Figure 1. Placed cells, one colour a class (run 1).
The bar under the picture is 20 um long.
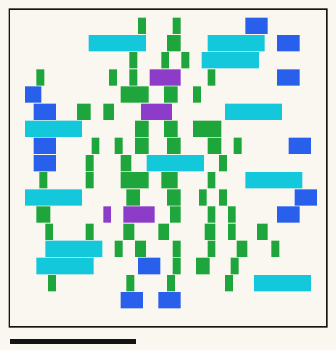
Figure 2. The metal 1 layer (run 1).
The bar under the picture is 20 um long. Supply wires on this layer in grey. Cells faint in the background.
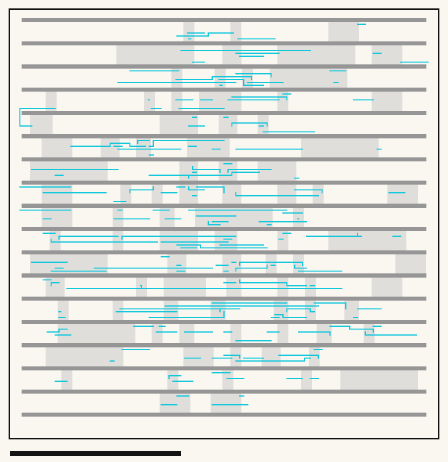
Figure 3. Logic cells by family (run 1).
The bar under the picture is 20 um long.
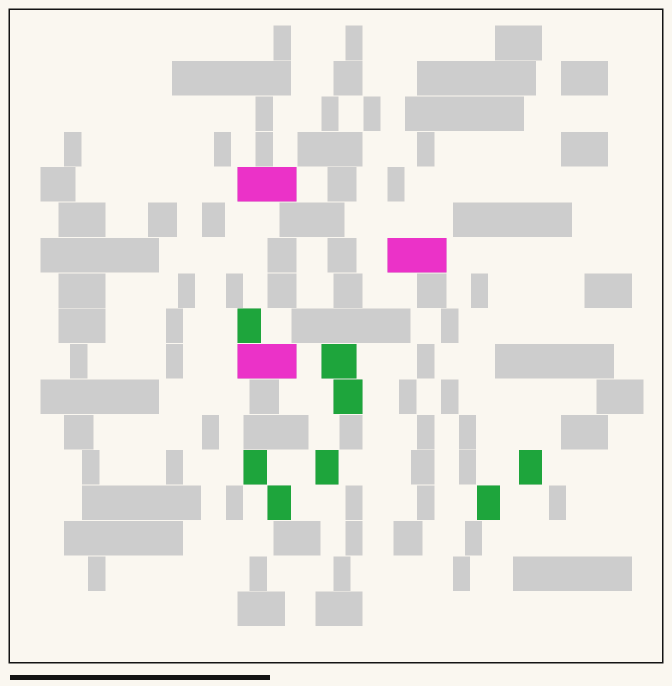
Figure 4. Track usage over the die (run 1).
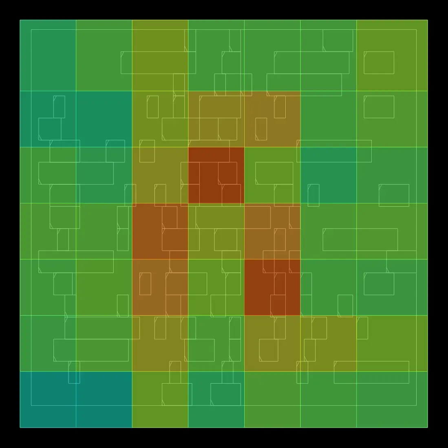
$ cat src/rtl/bus_split_arbiter.sv
// rtl/bus_split_arbiter.sv - two-master bus arbiter with split-transaction park/resume
module bus_split_arbiter #(
  parameter int FAIR          = 0,
  parameter int SPLIT_TIMEOUT = 0,
  parameter int TO_WIDTH      = 16
) (
  input  logic clk,
  input  logic rstn,
  input  logic m1_breq,
  input  logic m2_breq,
  output logic m1_bgrant,
  output logic m2_bgrant,
  output logic msel,
  output logic m1_split,
  output logic m2_split,
  input  logic s_split,
  input  logic split_ready,
  output logic split_grant,
  output logic split_timeout,
  output logic busy
);

  localparam logic [1:0] ST_IDLE = 2'd0;
  localparam logic [1:0] ST_M1   = 2'd1;
  localparam logic [1:0] ST_M2   = 2'd2;

  // Last count value before a pending split is dropped.
  localparam logic [TO_WIDTH-1:0] TO_LAST = TO_WIDTH'(SPLIT_TIMEOUT - 1);

  logic [1:0]          state, state_nx;
  logic                split_pend, split_pend_nx;
  logic                split_who, split_who_nx;
  logic                last_grant, last_grant_nx;
  logic                msel_nx;
  logic                split_grant_nx;
  logic                split_timeout_nx;
  logic [TO_WIDTH-1:0] to_cnt, to_cnt_nx;
  logic                m1_req_eff, m2_req_eff;
  logic                pick_m2;
  logic                owner_req;

  // Next-state decision: timeout bookkeeping, then grant/split/release by state.
  always_comb begin
    state_nx         = state;
    split_pend_nx    = split_pend;
    split_who_nx     = split_who;
    last_grant_nx    = last_grant;
    msel_nx          = msel;
    split_grant_nx   = 1'b0;
    split_timeout_nx = 1'b0;
    to_cnt_nx        = to_cnt;
    pick_m2          = 1'b0;
    owner_req        = (state == ST_M2) ? m2_breq : m1_breq;

    // A parked master cannot win a fresh arbitration; it only returns via resume.
    m1_req_eff = m1_breq && !(split_pend && !split_who);
    m2_req_eff = m2_breq && !(split_pend && split_who);

    if ((SPLIT_TIMEOUT > 0) && split_pend && !split_ready) begin
      if (to_cnt == TO_LAST) begin
        split_pend_nx    = 1'b0;
        split_timeout_nx = 1'b1;
        to_cnt_nx        = '0;
      end else if (to_cnt != '1) begin
        to_cnt_nx = to_cnt + 1'b1;
      end
    end

    case (state)
      ST_IDLE: begin
        if (split_pend && split_ready) begin
          state_nx       = split_who ? ST_M2 : ST_M1;
          msel_nx        = split_who;
          last_grant_nx  = split_who;
          split_pend_nx  = 1'b0;
          split_grant_nx = 1'b1;
          to_cnt_nx      = '0;
        end else if (m1_req_eff || m2_req_eff) begin
          if (m1_req_eff && m2_req_eff)
            pick_m2 = (FAIR != 0) && !last_grant;
          else
            pick_m2 = m2_req_eff;
          state_nx      = pick_m2 ? ST_M2 : ST_M1;
          msel_nx       = pick_m2;
          last_grant_nx = pick_m2;
        end
      end
      ST_M1, ST_M2: begin
        // Only one split can be parked; a second split request is ignored.
        if (s_split && !split_pend) begin
          state_nx      = ST_IDLE;
          split_pend_nx = 1'b1;
          split_who_nx  = (state == ST_M2);
          to_cnt_nx     = '0;
        end else if (!owner_req) begin
          state_nx = ST_IDLE;
        end
      end
      default: state_nx = ST_IDLE;
    endcase
  end

  // State and registered outputs; reset clears everything without waiting for clk.
  always_ff @(posedge clk or negedge rstn) begin
    if (!rstn) begin
      state         <= ST_IDLE;
      split_pend    <= 1'b0;
      split_who     <= 1'b0;
      last_grant    <= 1'b1;
      to_cnt        <= '0;
      msel          <= 1'b0;
      m1_bgrant     <= 1'b0;
      m2_bgrant     <= 1'b0;
      m1_split      <= 1'b0;
      m2_split      <= 1'b0;
      split_grant   <= 1'b0;
      split_timeout <= 1'b0;
      busy          <= 1'b0;
    end else begin
      state         <= state_nx;
      split_pend    <= split_pend_nx;
      split_who     <= split_who_nx;
      last_grant    <= last_grant_nx;
      to_cnt        <= to_cnt_nx;
      msel          <= msel_nx;
      m1_bgrant     <= (state_nx == ST_M1);
      m2_bgrant     <= (state_nx == ST_M2);
      m1_split      <= split_pend_nx && !split_who_nx;
      m2_split      <= split_pend_nx && split_who_nx;
      split_grant   <= split_grant_nx;
      split_timeout <= split_timeout_nx;
      busy          <= (state_nx != ST_IDLE);
    end
  end

endmodule

$ cat config.mk
export PLATFORM = sky130hd
export DESIGN_NAME = bus_split_arbiter
export DESIGN_NICKNAME = d
export VERILOG_FILES = /design/src/rtl/bus_split_arbiter.sv
export SDC_FILE = /design/constraint.sdc
export NUM_CORES = 1
export LEC_CHECK = 0
export ABC_AREA = 1
export CAP_MARGIN = 20
export CELL_PAD_IN_SITES_DETAIL_PLACEMENT = 2
export CELL_PAD_IN_SITES_GLOBAL_PLACEMENT = 2
export CORE_UTILIZATION = 25
export CTS_BUF_LIST = sky130_fd_sc_hd__clkbuf_8
export DETAILED_ROUTE_END_ITERATION = 8
export GPL_TIMING_DRIVEN = 0
export HOLD_SLACK_MARGIN = 0.1
export PLACE_DENSITY_LB_ADDON = 0.25
export SLEW_MARGIN = 25
export SYNTH_ARGS = -nofsm -noshare
export SYNTH_HDL_FRONTEND = slang
export SYNTH_SLANG_ARGS = --single-unit
$ cat constraint.sdc
create_clock -name clk -period 2.7 [get_ports clk]
set_input_delay 0.405 -clock clk [delete_from_list [all_inputs] [get_ports clk]]
set_output_delay 0.405 -clock clk [all_outputs]
set_load 0.02 [all_outputs]
==> changes_impl.md, run 1 <==
### Metrics

* Largest register by flop count: state
* Max Transition Viols Final at 0
* Worst rel slew slack at roughly two thirds
* Count of routing violations after the opening detailed-route iteration at 2
* Worst path bufs/invs at 3
* Seq share, synth at 47.5%
* Synthesis area per yosys at around 580 um2
* Count of boundary I/O pins at 14
* Number of buffers on the longest clock path at 2
* Die Outline Area at 2510 um2
* Proportion of cell area spent on the clock network at slightly below 6%
* Final period demand of the worst path at 1610 ps
* Number of rows created at floorplan at 17
* Largest incremental delay on the critical path at 440 ps
* Required time worst endpoint at 2870 ps
* Cell Area, Synth at approximately 580 um2
* Leakage at 0.412 nW
* Combinational gate area at 248 um2
* Kind of end point of the critical path: register
* Clk root buf: clkbuf_8
* Slowest stage cell, crit path: dfrtp_1
* Cts hold-fix bufs at 0
* Non-clock buffer area fraction after layout at 16.4%
* Worst Max-Slew Pin Slew at 523 ps
* Dominant cell type by count on the critical path: inv_1
* Met2 Wirelength at slightly below 800 um
* Net count, final at 98
* Maximum Capacitance Violations at 0
* Cell type with the largest total area: dfrtp_1
* Share of final-layout standard cells stronger than drive strength 1 at 15.9%
* Run status: finished, final reports clean
* Flops at 11
* First-pass detailed-route iteration total at 2
* Critical path launch point type: register
* Avg Synthesized Cell Area at around 8.0 um2
* Total CTS buffers at 3
* Fill cell total of the finished layout at 260
* Number of unique standard cell types used by synthesis at 17
* GP Congestion at approximately 0.8
* Core box area at 2190 um2
* Number of routed nets with antenna violations at 0
* Port-buffer cells at 12
* Final critical-path share of the clock period at 59.7%
Notes on Figure 1 above:
[remaining logic cells] green | cells: 60
[clock drivers and dummy loads] purple | cells: 4
[registers] cyan | cells: 11
[remaining buffers and delay cells] blue | cells: 13
Seq area share: 35.3%
Finished Core Util: 35.6%

Notes on Figure 2 above:
main direction: horizontal
share of all routed wire: 42%

Notes on Figure 3 above:
[aoi and oai cells] green | cells: 8
[fa/ha/maj cells] magenta | cells: 3
most common cell after layout, fill and taps aside: nand2_1
non-filler instance count after layout: 116

Notes on Figure 4 above:
met2 usage in global routing: 25.8%
met3 track demand over resource in global routing: 3.64%
met1 Use GR: 16.8%
all-layer global routing usage: 14.9%
Routed WL per cell: 12.6 um

[run 1: cells by family (layout without fill, tap and decap cells)]
group	after synthesis	count (layout)	synth area share, %
flops	11	11	47.5
other cells	1	1	0.647
fa+ha+maj	3	3	6.48
buf+inv	14	30	9.72
simple gates	35	35	28.1
compound gates	8	8	7.56
[run 1: worst paths after layout]
kind,startpoint,to,slack [ps],cells past startpoint
setup / recovery,state[1]$_DFF_PN0_,m1_split$_DFF_PN0_,1090,7
setup reg to reg,state[1]$_DFF_PN0_,m1_split$_DFF_PN0_,1090,7
hold / removal,msel$_DFFE_PN0P_,msel$_DFFE_PN0P_,500,2
min in group asynchronous,rstn,m2_bgrant$_DFF_PN0_,510,1
hold reg to reg,msel$_DFFE_PN0P_,msel$_DFFE_PN0P_,500,2
max in group asynchronous,rstn,split_who$_DFF_PN0_,1840,1
[run 1: tightest hold or removal path, cell delays in order, from the launching register on]
cell	delay, ps
dfrtp_1	350
nand2_1	50
o21ai_0	60
[run 1: report_power, final]
part / switching (W) / internal (W)
logic: 0.000265 / 0.000164
clock network: 0.0000657 / 0.000100
registers: 0.0000403 / 0.000230
total: 0.000371 / 0.000494
[run 1: per-stage QoR]
stage               instance area [um2]  power [W]  cells  setup WS, ps  hold slack (ps)
global route                        779   0.000950    116           979              567
detailed placement                  734   0.000703    112           944              505
finish                              779   0.000865    116          1090              502
CTS                                 779   0.000884    116          1060              518
global placement                    734   0.000688    112           979              471
floorplan                           579   0.000542     72          1330              109
[run 1: synth_stat cells (all sizes together)]
cell type and n:
o211ai 1, nand3 3, nand4 2, or3 1, a31oi 1, ha 3, inv 13, buf 1
o21ai 4, nand2 22, a21oi 2, nor2 7, dfrtp 11, conb 1
Figure 5. Sizing map (run 1).
The bar under the picture is 20 um long.
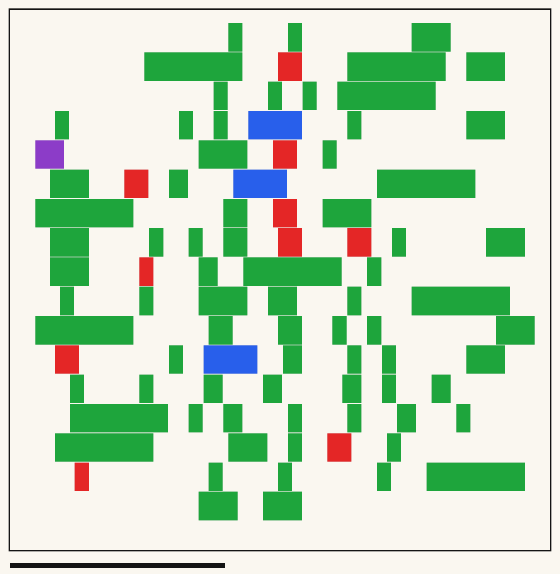

## Run 2: what changed since run 1
==> constraint.sdc (replaced) <==
create_clock -name clk -period 1.3 [get_ports clk]
set_input_delay 0.195 -clock clk [delete_from_list [all_inputs] [get_ports clk]]
set_output_delay 0.195 -clock clk [all_outputs]
set_load 0.02 [all_outputs]
Figure 6. Sizing map (run 2).
The bar under the picture is 20 um long.
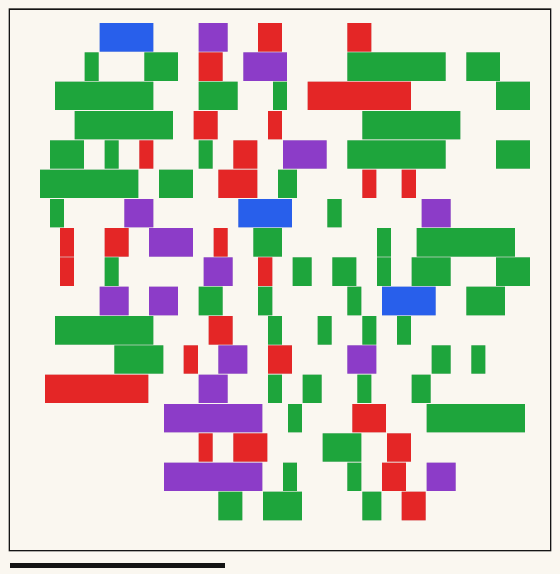
[x6 and larger] blue | cells: 3 | share: 3.1% | most used: clkbuf_8
[x1 and smaller] green | cells: 53 | share: 55% | most used: nand2_1
[x3 and x4] purple | cells: 15 | share: 15% | most used: buf_4
[x2] red | cells: 26 | share: 27% | most used: inv_2
final worst slack: -51.9 ps
area growth from synthesis to layout: 56.4%
number of buffers outside the clock class in the layout: 22
Design Area, Final: 906 um2

Figure 7. Placed cells, one colour a class (run 2).
The bar under the picture is 20 um long.
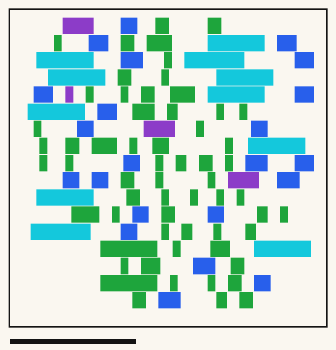
[registers] cyan | cells: 11
[clock drivers and dummy loads] purple | cells: 4
[remaining logic cells] green | cells: 60
[remaining buffers and delay cells] blue | cells: 22

Figure 8. Logic cells by family (run 2).
The bar under the picture is 20 um long.
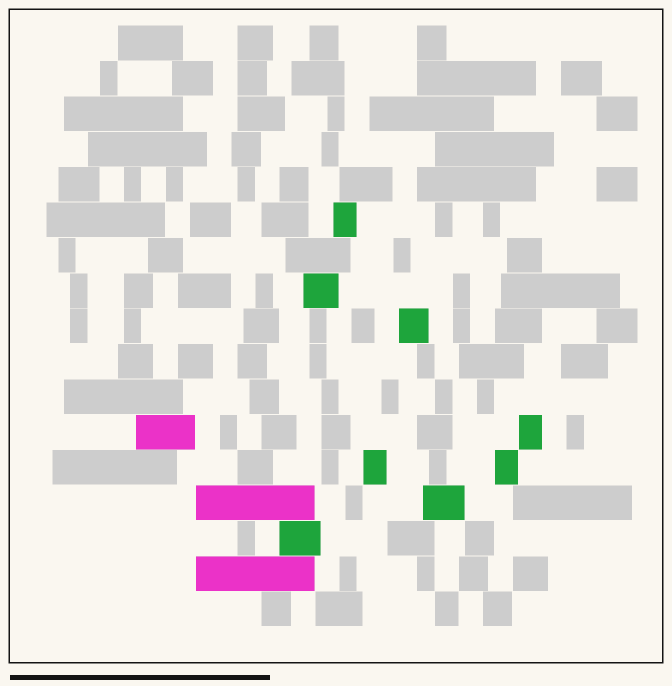
[aoi and oai cells] green | cells: 8
[fa/ha/maj cells] magenta | cells: 3

==> run 2 against run 1 <==
The flow now finishes with violations (negative setup slack). Synthesized cell count unchanged. Critical path type unchanged. Utilization up 5.8 points. Clock power up 100%. Largest cell class is now combinational gates.
==> changes_impl.md, run 2 <==
### Metrics

* Avg Synthesized Cell Area at 8.05 um2 (unchanged)
* Net count, final at 107 (+9.2%)
* Cell type with the largest total area: dfrtp_1
* Core utilization before placement at about a quarter
* Leakage at 0.481 nW (+17%)
* WHS at 293 ps (-209 ps)
* Finished Core Util at 41.3% (+5.8 points)
* Final count of hold timing violations at 0
* Critical path launch point type: register
* Routed WL per cell at 13.6 um (+7.7%)
* Seq share, synth at 47.5% (unchanged)
* Core box area at 2190 um2 (unchanged)
* Crit path to: m1_split$_DFF_PN0_
* Internal at 0.00122 W (+150%)
* R2r setup slk at -50 ps (-1140 ps)
* Maximum Capacitance Violations at 0 (unchanged)
* Clk root buf: clkbuf_8
* Number of unique standard cell types used by synthesis at 17 (unchanged)
* All-layer global routing usage at 14.7% (-0.17 points)
* Worst rel slew slack at 66.3% (+1.2 points)
* Worst Max-Slew Pin Slew at 504 ps (-18.5 ps)
* Port-buffer cells at 12 (unchanged)
* Initial antenna violation count at 0
* First-pass detailed-route iteration total at 4 (+2)
* Count of routing violations after the opening detailed-route iteration at 3 (+1)
* Final worst slack at -51.9 ps (-1140 ps)
* Number of synthesized flops with an enable pin at 0 (unchanged)
* Number of failing setup endpoints in the final timing report at 5
* Kind of end point of the critical path: register
* Power share of the clock group at 15.8% (-3.4 points)
* Pin count of the biggest net entering global routing at 12
* Worst slack, placed at -199 ps (-1140 ps)
* Max Transition Viols Final at 0 (unchanged)
* Sw Share at 42.9% (about the same)
* Worst Reg2Reg Path Length in Cells at 7 (unchanged)
* Required time worst endpoint at 1470 ps (-1400 ps)
* Number of rows created at floorplan at 17 (unchanged)
* Final critical-path share of the clock period at 104% (+44 points)
* Die Outline Area at 2510 um2 (unchanged)
* Cell Area, Synth at 579 um2 (unchanged)
* Sum of internal, switching and leakage power at 0.00213 W (+150%)
* Most frequent cells after synthesis: 16 x nand2_1, 11 x dfrtp_1, 11 x inv_1, 6 x nand2_2, 5 x nor2_1
* Primary flip-flop cell chosen by synthesis mapping: dfrtp_1
* Number of buffers on the longest clock path at 2 (unchanged)
* Synthesis area per yosys at 579 um2 (unchanged)
* Most common cell after layout, fill and taps aside: nand2_1
* Proportion of power drawn by flip-flops and latches at 26.9% (-4.3 points)
* First-pass GRT wire length at approximately 2.6 mm
* Async set-reset flop share out of synthesis at 100% (unchanged)
* Share of final-layout standard cells stronger than drive strength 1 at 45.4% (+29 points)
* Startpoint of the worst register-to-register path: state[1]$_DFF_PN0_
* Cts hold-fix bufs at 0 (unchanged)
* Net switching power at 0.000913 W (+150%)
* Total CTS buffers at 3 (unchanged)
* Failing checks: negative setup slack
* Worst reg2reg path endpoint: m1_split$_DFF_PN0_
* Tool warnings at 30
* Count of boundary I/O pins at 14 (unchanged)
* Run status: complete, but fails checks
* GP Congestion at 0.758 (-4.3%)
* Proportion of power drawn by combinational gates at 57.3% (+7.7 points)
* Final period demand of the worst path at 1350 ps (-259 ps)
* Most frequent cell after synthesis: nand2_1
## run 2: cell counts after synthesis
No cell type changed its count.
## run 2: power groups by stage
stage | clock (W) | sequential [W] | combinational [W]
4_1_cts | 0.000353 | 0.000567 | 0.00103
3_3_place_gp | 0 | 0.000567 | 0.000922
3_5_place_dp | 0 | 0.000573 | 0.000943
5_1_grt | 0.000363 | 0.000595 | 0.00135
6_report | 0.000335 | 0.000573 | 0.00122
2_1_floorplan | 0 | 0.000651 | 0.000517
## run 2: cells by family (layout without fill, tap and decap cells)
logic type	Yosys count	count (layout)	share of synthesized area [%]
simple gates	35	35	28.1
buf+inv	14	39	9.72
other cells	1	1	0.647
compound gates	8	8	7.56
flops	11	11	47.5
fa+ha+maj	3	3	6.48
## run 2: what timing repair did
action,in CTS,in global routing
setup endpoints to repair,15,9
pin swaps,1,8
gates resized,16,15
buffers inserted,4,5
## run 2: metal layers
layer	part of all wire [%]	vias up	track usage [%]
li1	-	272	-
met1	33	269	13.7
met2	61	11	27.3
met3	4.9	5	6.67
met4	1.5	0	5.71
met5	0	-	0
## run 2: final cells by class
type / instances / area (um2)
buffer: 1 / 7.51
clock buffer: 3 / 41.3
clock inverter: 1 / 3.75
fill: 251 / 1280
inverter: 13 / 48.8
multi-input combinational: 47 / 313
sequential: 11 / 278
tap: 28 / 35.0
timing repair buffer: 21 / 179
## run 2: through the flow
stage	instances	setup TNS (ps)	instance area [um2]
2_1_floorplan	72	0	592
3_3_place_gp	112	-1170	747
3_5_place_dp	112	-1250	747
4_1_cts	120	-140	835
5_1_grt	125	-666	906
6_report	125	-131	906
## run 2: worst max-delay path, cell delays in order, from the launching register on
cell	delay, ps
dfrtp_2	410
inv_2	60
ha_4	270
inv_2	40
or3_4	340
nand2_4	70
inv_2	40
nor2_2	70
Figure 9. Track usage over the die (run 2).
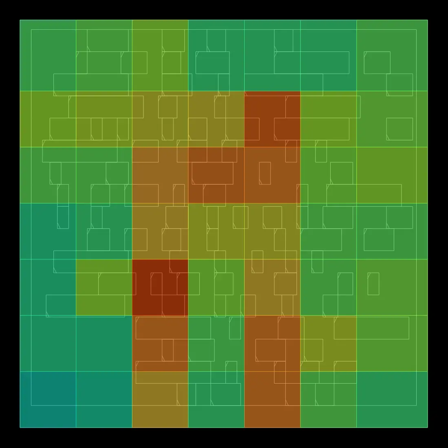

## Run 3: what changed since run 2
--- a/config.mk
+++ b/config.mk
@@ -15,6 +15,8 @@
 export GPL_TIMING_DRIVEN = 0
 export HOLD_SLACK_MARGIN = 0.1
 export PLACE_DENSITY_LB_ADDON = 0.25
+export REMOVE_ABC_BUFFERS = 1
+export SKIP_CTS_REPAIR_TIMING = 1
 export SLEW_MARGIN = 25
 export SYNTH_ARGS = -nofsm -noshare
 export SYNTH_HDL_FRONTEND = slang
Figure 10. Track usage over the die (run 3).
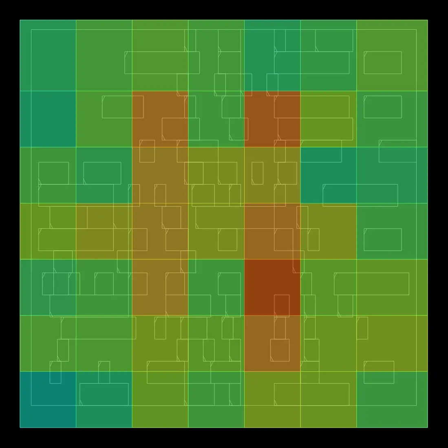
all-layer global routing usage: 14.1%
Finished Core Util: 39.3%

Figure 11. Logic cells by family (run 3).
The bar under the picture is 20 um long.
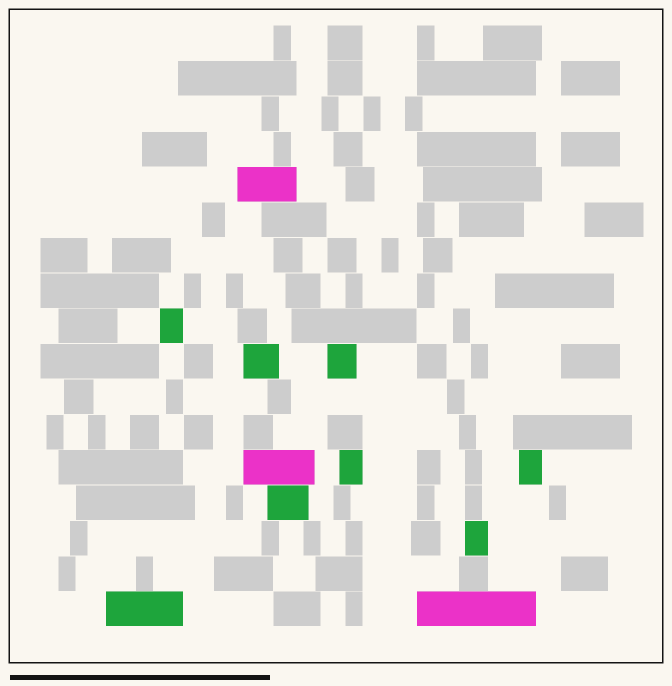
[aoi and oai cells] green | cells: 8
[fa/ha/maj cells] magenta | cells: 3

Figure 12. The metal 1 layer (run 3).
The bar under the picture is 20 um long. Supply wires on this layer in grey. Cells faint in the background.
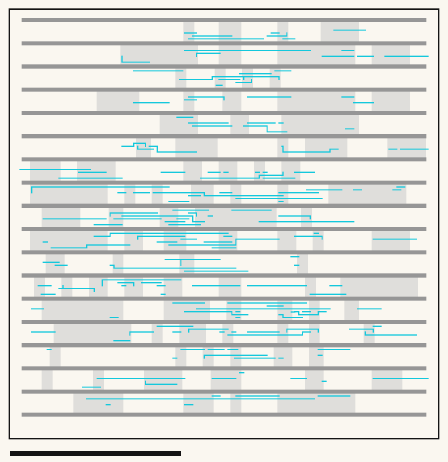
wire length on this layer: 649 um
nets with wire on the layer: 85
via count: 543
final wirelength: 1.62 mm
met1 Use GR: 14.9%

==> run 3 against run 2 <==
The run still ends with negative setup slack left. Largest cell class unchanged. Clock skew up 6.0 ps. Flip-flop count unchanged. Utilization down 2.0 points.
==> changes_impl.md, run 3 <==
### Metrics

* Run status: complete, but fails checks
* Failing checks: negative setup slack
* Most frequent cells after synthesis: 16 x nand2_1, 11 x dfrtp_1, 11 x inv_1, 6 x nand2_2, 5 x nor2_1
* Worst slack, placed at -266 ps (-67.1 ps)
* First-pass detailed-route iteration total at 2 (-2)
* Largest register by flop count: state
* Final count of hold timing violations at 0 (unchanged)
* GP Congestion at 0.773 (+2.0%)
* Tool warnings at 28 (-6.7%)
* Number of buffers on the longest clock path at 2 (unchanged)
* Worst rel slew slack at 65.1% (-1.2 points)
* Core box area at 2190 um2 (unchanged)
* Cell area power density at about 2300 nW/um2
* Number of rows created at floorplan at 17 (unchanged)
* Seq share, synth at 47.5% (unchanged)
* Critical path launch point type: register
* Number of unique standard cell types used by synthesis at 17 (unchanged)
* Leakage at 0.540 nW (+12%)
* R2r setup slk at -100 ps (-50 ps)
* Final worst slack at -103 ps (-51.4 ps)
* Count of boundary I/O pins at 14 (unchanged)
* Max Transition Viols Final at 0 (unchanged)
* Number of routed nets with antenna violations at 0
* Avg Synthesized Cell Area at 8.05 um2 (unchanged)
* Most common cell after layout, fill and taps aside: nand2_1
* Flop area at 278 um2 (unchanged)
* Count of routing violations after the opening detailed-route iteration at 2 (-1)
* Cell type with the largest total area: dfrtp_1
* Number of failing setup endpoints in the final timing report at 8 (+3)
* Pin count of the biggest net entering global routing at 12 (unchanged)
* Routed WL per cell at 13.6 um (+0.23%)
* Total CTS buffers at 3 (unchanged)
* Area growth from synthesis to layout at 48.8%
* Core utilization before placement at 26.4% (unchanged)
* Die Outline Area at 2510 um2 (unchanged)
* CTS tree: yes
* Met2 usage in global routing at 24.9% (-2.4 points)
* Most frequent cell after synthesis: nand2_1
* Worst VDD drop at 820 uV
* Final setup skew at between 6 and 7 ps
* Final period demand of the worst path at 1400 ps (+51.4 ps)
* First-pass GRT wire length at 2.53 mm (-2.1%)
* Worst Path Max Fanout at 5
* Maximum Capacitance Violations at 0 (unchanged)
* GRT busiest layer: met2
* Cell Area, Synth at 579 um2 (unchanged)
* Non-filler instance count after layout at 119 (-4.8%)
* Required time worst endpoint at 1470 ps (about the same)
* Synthesis area per yosys at 579 um2 (unchanged)
* Final critical-path share of the clock period at 108% (+4.0 points)
* Total instance count after detailed placement at 111 (-0.89%)
* Horizontal die dimension at 50.1 um
* Setup total negative slack at -384 ps (-253 ps)
* Sum of internal, switching and leakage power at 0.00200 W (-6.2%)
* Initial antenna violation count at 0 (unchanged)
* Kind of end point of the critical path: register
* Met3 track demand over resource in global routing at 6.36% (-0.30 points)
* Combinational gate area at 285 um2 (-8.8%)
* Fill cell total of the finished layout at 241 (-4.0%)
* Area after DPL at 727 um2 (-2.7%)
* Primary flip-flop cell chosen by synthesis mapping: dfrtp_1
* WHS at 306 ps (+13.0 ps)
* Worst Max-Slew Pin Slew at 522 ps (+17.3 ps)
* Number of synthesized flops with an enable pin at 0 (unchanged)
* Clk root buf: clkbuf_8
* Async set-reset flop share out of synthesis at 100% (unchanged)
* Port-buffer cells at 12 (unchanged)
* Design Area, Final at 862 um2 (-4.8%)
* Net count, final at 101 (-5.6%)
* Share of final-layout standard cells stronger than drive strength 1 at 35.2% (-10 points)
## run 3: cell counts after synthesis
No cell type changed its count.
## run 3: cells by family after synthesis
kind of cell	count (synthesis)	synth area share, %
AOI/OAI and AO/OA	8	7.56
adders and majority gates	3	6.48
other	1	0.647
buffers and inverters	14	9.72
DFF	11	47.5
and+or+nand+nor	35	28.1
## run 3: where the power goes
part / internal [W] / switching [W]
Sequential: 0.000481 / 0.0000954
Combinational: 0.000463 / 0.000631
Clock: 0.000207 / 0.000121
## run 3: area by class of cell
type                            instances  area share (%)
Multi-Input combinational cell         47            33.1
Sequential cell                        11            32.2
Timing Repair Buffer                   16            19.7
Inverter                               13            5.66
Clock buffer                            3            4.79
Tap cell                               28            4.06
Clock inverter                          1           0.435
## run 3: worst max-delay path, cell delays in order (launching register included)
cell,delay [ps]
dfrtp_2,420
inv_2,70
ha_4,280
inv_2,40
or3_1,330
nand2_2,90
inv_2,40
nor2_2,70
## run 3: final timing paths
kind / start / end / cells after the start
min in group clk: msel$_DFFE_PN0P_ / msel$_DFFE_PN0P_ / 2
max in group asynchronous: rstn / split_pend$_DFF_PN0_ / 1
min reg2reg: msel$_DFFE_PN0P_ / msel$_DFFE_PN0P_ / 2
min: rstn / state[0]$_DFF_PN0_ / 1
max: state[1]$_DFF_PN0_ / m1_split$_DFF_PN0_ / 7
max reg2reg: state[1]$_DFF_PN0_ / m1_split$_DFF_PN0_ / 7
## run 3: layer usage
metal	vias to the layer above	wire (um)
met2	14	895
met4	0	9
met5	-	0
met3	2	69
met1	266	649
li1	261	-
No activity file was given, so power comes from the tool's default toggle rates.
